==> src/rtl/fetch_redirect_unit.sv <==
// Fetch PC generator with a two-deep prediction tracker (ID, EXE) that compares
// each resolved branch against the prediction it was fetched with and redirects fetch.
module fetch_redirect_unit #(
  parameter int                    ADDR_WIDTH = 64,
  parameter logic [ADDR_WIDTH-1:0] RESET_PC   = '0,
  parameter int                    CNT_WIDTH  = 32
) (
  input  logic                  clk,
  input  logic                  rstn,
  input  logic                  stall,
  output logic [ADDR_WIDTH-1:0] pc_if,
  input  logic                  jump_if,
  input  logic [ADDR_WIDTH-1:0] pc_target_if,
  input  logic [ADDR_WIDTH-1:0] pc_exe,
  input  logic                  is_jump_exe,
  input  logic                  jump_exe,
  input  logic [ADDR_WIDTH-1:0] pc_target_exe,
  output logic                  redirect,
  output logic [ADDR_WIDTH-1:0] redirect_pc,
  output logic                  flush,
  output logic [CNT_WIDTH-1:0]  branch_cnt,
  output logic [CNT_WIDTH-1:0]  mispredict_cnt
);

  typedef struct packed {
    logic                  valid;
    logic [ADDR_WIDTH-1:0] pc;
    logic                  pred_taken;
    logic [ADDR_WIDTH-1:0] pred_target;
  } slot_t;

  logic [ADDR_WIDTH-1:0] pc_q, pc_d;
  slot_t                 id_q, id_d;
  slot_t                 exe_q, exe_d;
  logic [CNT_WIDTH-1:0]  branch_cnt_q, branch_cnt_d;
  logic [CNT_WIDTH-1:0]  mispredict_cnt_q, mispredict_cnt_d;

  logic [ADDR_WIDTH-1:0] pc_plus4;
  logic [ADDR_WIDTH-1:0] exe_pred_next;
  logic [ADDR_WIDTH-1:0] pc_exe_plus4;
  logic [ADDR_WIDTH-1:0] actual_next;
  logic                  branch_resolved;

  assign pc_plus4        = pc_q + ADDR_WIDTH'(4);
  assign pc_exe_plus4    = pc_exe + ADDR_WIDTH'(4);
  // The predicted path is rebuilt from what the slot captured at fetch time,
  // so a stale or aliased pc_exe cannot mask a wrong prediction.
  assign exe_pred_next   = exe_q.pred_taken ? exe_q.pred_target
                                            : exe_q.pc + ADDR_WIDTH'(4);
  assign actual_next     = jump_exe ? pc_target_exe : pc_exe_plus4;
  assign branch_resolved = exe_q.valid & is_jump_exe;

  always_comb begin
    redirect    = 1'b0;
    redirect_pc = '0;
    if (exe_q.valid) begin
      if (is_jump_exe) begin
        if (exe_pred_next != actual_next) begin
          redirect    = 1'b1;
          redirect_pc = actual_next;
        end
      end else if (exe_q.pred_taken) begin
        // BTB alias on a non-branch: fall through to the sequential path.
        redirect    = 1'b1;
        redirect_pc = pc_exe_plus4;
      end
    end
  end

  assign flush = redirect;

  always_comb begin
    pc_d  = pc_q;
    id_d  = id_q;
    exe_d = exe_q;
    if (redirect) begin
      pc_d       = redirect_pc;
      id_d.valid = 1'b0;
      exe_d.valid = 1'b0;
    end else if (stall) begin
      exe_d.valid = 1'b0;
    end else begin
      pc_d             = jump_if ? pc_target_if : pc_plus4;
      id_d.valid       = 1'b1;
      id_d.pc          = pc_q;
      id_d.pred_taken  = jump_if;
      id_d.pred_target = pc_target_if;
      exe_d            = id_q;
    end
  end

  always_comb begin
    branch_cnt_d     = branch_cnt_q;
    mispredict_cnt_d = mispredict_cnt_q;
    if (branch_resolved && (branch_cnt_q != '1)) begin
      branch_cnt_d = branch_cnt_q + CNT_WIDTH'(1);
    end
    if (redirect && (mispredict_cnt_q != '1)) begin
      mispredict_cnt_d = mispredict_cnt_q + CNT_WIDTH'(1);
    end
  end

  always_ff @(posedge clk or negedge rstn) begin
    if (!rstn) begin
      pc_q             <= RESET_PC;
      id_q             <= '0;
      exe_q            <= '0;
      branch_cnt_q     <= '0;
      mispredict_cnt_q <= '0;
    end else begin
      pc_q             <= pc_d;
      id_q             <= id_d;
      exe_q            <= exe_d;
      branch_cnt_q     <= branch_cnt_d;
      mispredict_cnt_q <= mispredict_cnt_d;
    end
  end

  assign pc_if          = pc_q;
  assign branch_cnt     = branch_cnt_q;
  assign mispredict_cnt = mispredict_cnt_q;

endmodule

==> config.mk <==
export PLATFORM = sky130hd
export DESIGN_NAME = fetch_redirect_unit
export DESIGN_NICKNAME = d
export VERILOG_FILES = /design/src/rtl/fetch_redirect_unit.sv
export SDC_FILE = /design/constraint.sdc
export NUM_CORES = 1
export LEC_CHECK = 0
export ABC_CLOCK_PERIOD_IN_PS = 16400
export CAP_MARGIN = 20
export CORE_MARGIN = 5
export CORE_UTILIZATION = 59
export CTS_CLUSTER_DIAMETER = 120
export CTS_CLUSTER_SIZE = 16
export DETAILED_ROUTE_END_ITERATION = 8
export PLACE_DENSITY = 0.87
export RECOVER_POWER = 100
export SYNTH_ARGS = -nofsm -noshare
export SYNTH_HDL_FRONTEND = slang
export SYNTH_SLANG_ARGS = --single-unit
==> constraint.sdc <==
create_clock -name clk -period 16.4 [get_ports clk]
set_input_delay 4.92 -clock clk [delete_from_list [all_inputs] [get_ports clk]]
set_output_delay 4.92 -clock clk [all_outputs]
set_load 0.1 [all_outputs]
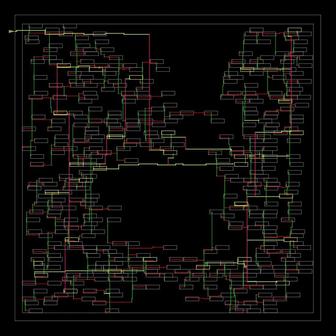
(run_1/final_clocks.png)
# clock sinks: 388
Worst-Skew Late Latency: 590 ps
skew final: 27.5 ps
clock-net power: 0.647 mW
clock buffers created by TritonCTS: 28

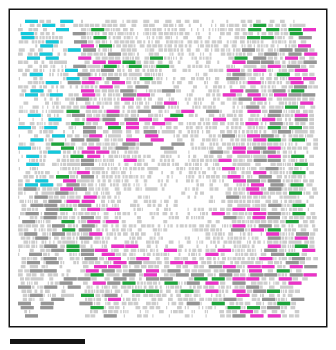
(run_1/registers.png)
Bar = 50 microns.
colour	signal	sequential cells
cyan	`mispredict_cnt`	32
green	`pc_if`	64
magenta	`exe_q`	130

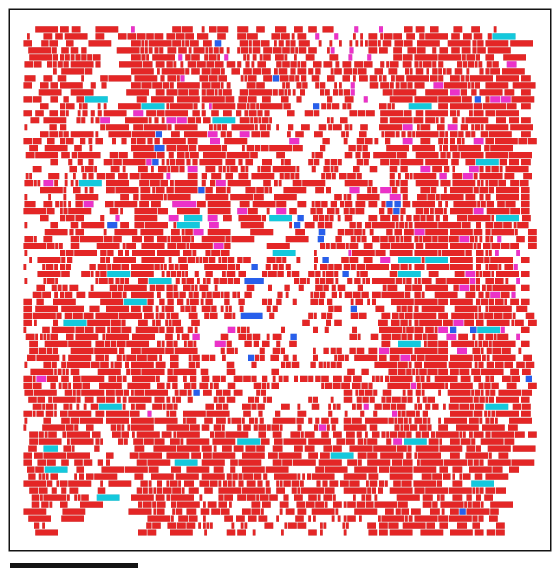
(run_1/drive_strength.png)
Bar = 50 microns.
colour	size	cells	most used
magenta	drive 2	88	mux2_2
red	drive 1 or less	2579	dfrtp_1
cyan	drive 6 and up	31	clkbuf_16
blue	drive 3 to 4	29	buf_4

-- run 1: metrics by stage --
step,total power [mW],cells,worst slack (ps),cell area [sq um],hold slack [ps]
finish,4.26,3264,706,28200,480
global route,4.45,3260,412,28200,499
CTS,4.35,3252,991,29200,486
detailed placement,3.69,3221,1030,28400,468
floorplan,3.03,2418,1920,23600,448
global placement,3.61,3221,1160,28400,463
-- run 1: registers in the layout (all words and copies together) (netlist names) --
signal,flops
id_q,130
pc_if,64
branch_cnt,32
mispredict_cnt,32
exe_q,130
-- run 1: cell usage in the layout, fill, tap and decap left out, types with 15 or more instances in the layout --
cell type and instances:
clkbuf_16 29, mux2_2 46, or3_1 25, dlygate4sd3_1 130, mux2_1 219, nand2_1 168, nor2_1 211, or4_1 15
a2bb2oi_1 25, and4_1 28, xor2_1 67, nand3_1 97, inv_1 34, and3_1 51, a21oi_1 83, xnor2_1 137
buf_4 25, a31oi_1 25, clkdlybuf4s50_1 191, mux2i_1 139, nor4_1 59, clkbuf_1 40, nand4_1 92, o21ai_0 85
nor3_1 47, clkbuf_2 25, dfrtp_1 387, nand2b_1 21, o22ai_1 47
-- run 1: layer usage --
| layer | up-vias | global-route usage |
|---|---|---|
| met5 | - | 0 |
| li1 | 9460 | - |
| met3 | 267 | 0.0923 |
| met2 | 1220 | 0.584 |
| met4 | 30 | 0.126 |
| met1 | 10500 | 0.472 |
-- run 1: layout make-up --
cell class              count  area (sq um)  area share
diodes                     12          30.0     0.00107
clock buffers              30           729      0.0259
repair buffers            425          3860       0.137
inverters                  36           135     0.00480
well taps                 525           657      0.0233
flip-flops and latches    388          9710       0.345
clock inverters             1          16.3    0.000577
multi-input cells        1847         13000       0.463
-- run 1: cell usage after synthesis (51+ instances only) --
cell	instances	share of area
dfrtp_1	388	0.41
mux2_1	219	0.10
nor2_1	211	0.033
nand2_1	170	0.027
mux2i_1	139	0.059
xnor2_1	137	0.051
nand3_1	97	0.021
nand4_1	92	0.024
clkbuf_1	87	0.014
o21ai_0	85	0.018
a21oi_1	82	0.017
xor2_1	67	0.025
nor4_1	59	0.016
and3_1	51	0.013
-- run 1: power by group through the flow --
stage / clock network [mW] / logic, mW / registers (mW)
2_1_floorplan: 0 / 1.02 / 2.01
3_3_place_gp: 0 / 2.00 / 1.61
3_5_place_dp: 0 / 2.05 / 1.64
4_1_cts: 0.655 / 2.06 / 1.63
5_1_grt: 0.691 / 2.08 / 1.68
6_report: 0.647 / 1.97 / 1.64
-- run 1: cell families after synthesis --
logic type	share of synthesized area
xor+xnor	0.0756
flops	0.411
buf+inv	0.0380
mux	0.185
compound gates	0.100
simple gates	0.188
fa+ha+maj	0.00265
-- run 1: worst max path at each step --
stage / from / endpoint / slack [ps] / cells after the start
floorplan: pc_exe[15] / redirect / 1920 / 16
global placement: pc_exe[14] / redirect_pc[22] / 1160 / 15
detailed placement: pc_exe[7] / redirect_pc[21] / 1030 / 15
CTS: pc_exe[7] / redirect_pc[21] / 990 / 15
global route: pc_exe[7] / redirect_pc[13] / 410 / 15
finish: pc_exe[7] / redirect_pc[26] / 710 / 15
==> summary.txt, run 1 <==
run status: finished with violations
failing checks: capacitance limit, slew limit
fill count: 2948
wl on met1: 31.6 mm
clock power share: 0.152
Worst Hold Path EP: exe_q[129]
Mapped Area: 23600 sq um
Cell Pwr Density: 151 nW/um^2
Reg2Reg Depth: 14
post-synthesis cell count: 2418
post-route ant nets: 0
ys flop type: dfrtp_1
Peak VDD IR: 139 uV
Min Clock Period, post-route: 15690 ps
routed length on met2: 38.4 mm
sequential share of power: 0.385
yosys cell count: 2418
Port Buffers: 391
IO Pins: 392
crit-path max cell delay: 850 ps
P&R area growth vs syn: 19.2%
WS Path Type: in -> out
Init Core Util: 0.595
Synth Register Bits: 388
Hold WC Path Type: reg -> reg
Sw Share: 0.475
Power Internal: 2.23 mW
Setup Buffers After CTS: 0
endpoints failing setup: 0
Leak: 11.8 nW
Cells on Worst Hold Path: 1
initial antenna violation count: 25
FF-to-FF Start: exe_q[83]
Worst Tran Pin Value: 6860 ps
max cap viols: 6
Worst Path Max Fanout: 44
Mean Syn Cell Area: 9.78 sq um
detailed placement HPWL: 61.5 mm
DRC: 0
Top cell by count, worst path: or4_1
synth unique cells: 66
max-slew violation total from the final report: 655
OpenROAD warnings: 35
Floorplan Nets: 2621
share of layout cells above drive strength 1: 0.0543
CP cell instances: dlygate4sd3_1, nand3_1, or4_1, or4_1, xnor2_1, mux2i_1, xnor2_1, or4_1, nor4_1, nand4_4, buf_4, nand2_4, buf_12, nor2_1, dlymetal6s2s_1
Comb pwr share: 0.463
r2r setup slk: 6770 ps
core area: 39700 sq um
CP Launch Type: input pin
max layer used: met5
Clk pin slew, worst setup/hold paths: 80 ps
Switching Power: 2.03 mW
Die H: 210 microns
period utilisation layout: 0.957
hold path startpoint: id_q[129]
Max Freq: 63.7 MHz
Slew headroom: -3.57
routed wl met3: 8.47 mm
cts repair resizes: 0
Worst EP required: 11480 ps
CP max stage cell: or4_1
H-tree lvl count: 1
drt total wl: 82.0 mm
initial DRC count: 2288
largest net degree at the start of global routing: 183
final hold vios: 0
GPL Wtd Cong: 1.03
via count: 21500
global-route wire length before repair: 126 mm
synth warn: 0
flip-flops with a built-in enable: 0
Crit path arrival time: 10770 ps
routed vias/inst: 6.58
Chip Area, Yosys: 23600 sq um
Hold-fix buffers, CTS: 0
deepest clock path buffer count: 3
drt wl/cell: 25.1 microns
--- run 2 (diff from run 1) ---
--- a/config.mk
+++ b/config.mk
@@ -12,7 +12,7 @@
 export CTS_CLUSTER_DIAMETER = 120
 export CTS_CLUSTER_SIZE = 16
 export DETAILED_ROUTE_END_ITERATION = 8
-export PLACE_DENSITY = 0.87
+export PLACE_DENSITY_LB_ADDON = 0.15
 export RECOVER_POWER = 100
 export SYNTH_ARGS = -nofsm -noshare
 export SYNTH_HDL_FRONTEND = slang
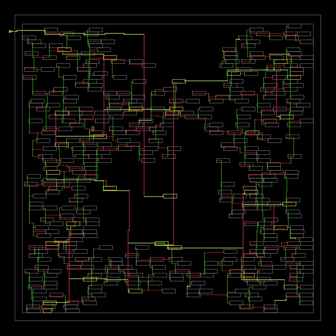
(run_2/final_clocks.png)
skew final: 32.6 ps
# clk buffers: 30
Flop Count: 388

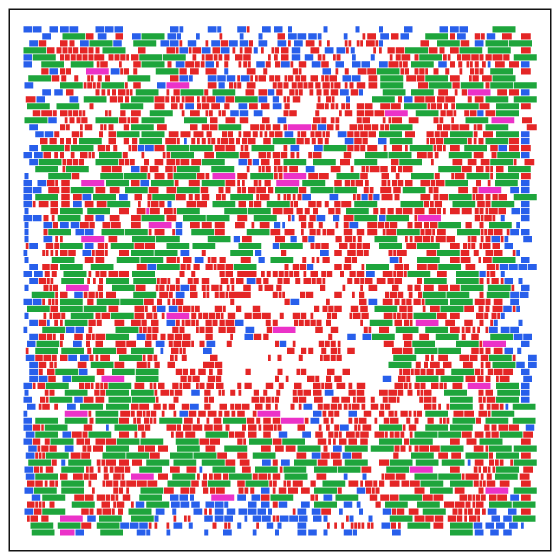
(run_2/cell_classes.png)
colour	class	cells
blue	other buffers and delay cells	425
magenta	clock drivers and dummy loads	31
red	all other logic	1883
green	flip-flops	388

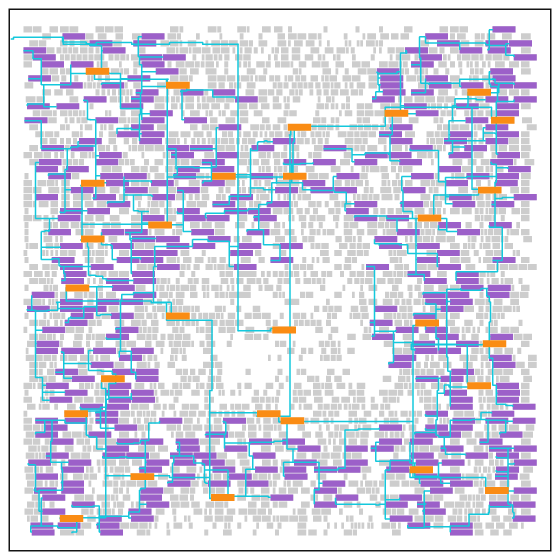
(run_2/clock_map.png)
[purple] flip-flops | count: 388
[cyan] clock wires | length: 4550 microns
[orange] cells driving clock nets | count: 28
routed clock nets	29

==> summary.txt, run 2 <==
run status: finished with violations
failing checks: capacitance limit, slew limit
Worst Tran Pin Value: 4920 ps
synth warn: 0
cell type with the largest total area: dfrtp_1
deepest clock path buffer count: 3
busiest grt layer: met2
Reg2Reg Depth: 13
Slew headroom: -2.28
most numerous cell in the Yosys netlist: dfrtp_1
FF-to-FF Start: exe_q[83]
Top Layout Cells: dfrtp_1, mux2_1, nor2_1
max cap viols: 8
Init Core Util: 0.595
OpenROAD warnings: 29
Switching Power: 2.00 mW
H-tree lvl count: 1
met3 Usage GRT: 0.0677
initial antenna violation count: 27
P&R area growth vs syn: 18.9%
routed vias/inst: 6.50
CP max stage cell: or4_1
Power Internal: 2.23 mW
Post-synth top cells: dfrtp_1, mux2_1, nor2_1, nand2_1, mux2i_1
max-slew violation total from the final report: 654
IO Pins: 392
Setup Buffers After CTS: 0
Worst-Skew Late Latency: 590 ps
Comb pwr share: 0.462
Mean Syn Cell Area: 9.78 sq um
clock power share: 0.153
yosys cell count: 2418
Sw Share: 0.473
Worst path depth: 14
largest net degree at the start of global routing: 155
Crit path arrival time: 10860 ps
Leak: 11.7 nW
Hold-fix buffers, CTS: 0
post-route ant nets: 0
grt met1 use: 0.459
Port Buffers: 391
drt wl/cell: 24.4 microns
WS Path Type: in -> out
cts repair resizes: 0
met2 Use GR: 0.573
Top cell by count, worst path: or4_1
Peak VDD IR: 168 uV
sequential share of power: 0.385
Cell area leaders: dfrtp_1, mux2_1, mux2i_1, xnor2_1, nor2_1
endpoints failing setup: 0
flip-flops with a built-in enable: 0
Area leader share: 0.411
Worst Path Max Fanout: 76
period utilisation layout: 0.962
# clock sinks: 388
post-synthesis cell count: 2418
run 2: cell counts after synthesis:
Identical to the previous run, type by type.
run 2: worst min path at each step:
stage / start / end / slack, ps / depth (start not counted)
floorplan: exe_q[29] / exe_q[29] / 450 / 1
global placement: id_q[129] / exe_q[129] / 460 / 1
detailed placement: exe_q[49] / exe_q[49] / 470 / 1
CTS: id_q[62] / exe_q[62] / 480 / 1
global route: id_q[17] / id_q[17] / 500 / 1
finish: id_q[68] / exe_q[68] / 480 / 1
run 2: final cells by class:
cell class	instances	area [sq um]
multi-input cells	1847	13000
fillers	3044	11600
flip-flops and latches	388	9710
repair buffers	425	3780
clock buffers	30	729
well taps	525	657
inverters	36	135
diodes	13	32.5
clock inverters	1	16.3
run 2: cells by family (layout without fill, tap and decap cells):
kind of cell	after synthesis	count (layout)	share of synthesized area
compound gates	369	369	0.100
buf+inv	183	492	0.0380
fa+ha+maj	5	5	0.00265
mux	404	404	0.185
flops	388	388	0.411
xor+xnor	204	204	0.0756
simple gates	865	865	0.188
other cells	0	13	0
run 2: routing by layer:
metal  vias up  share of wire
met3       215          0.085
met2      1079           0.47
li1       9432              -
met4        26          0.043
met5         -         0.0020
met1     10500           0.40
run 2: power by group through the flow:
stage	sequential [mW]	clock [mW]	combinational (mW)
finish	1.63	0.647	1.96
global route	1.68	0.687	2.07
CTS	1.62	0.653	2.05
detailed placement	1.64	0	2.04
global placement	1.62	0	1.99
floorplan	2.01	0	1.02
run 2: metrics by stage:
step,total power [mW],cells
after CTS,4.33,3251
after detailed placement,3.68,3220
after global routing,4.44,3264
after global placement,3.61,3220
after floorplan,3.03,2418
final,4.24,3265
Power figures rest on the tool's default switching activity, not on a simulated workload.
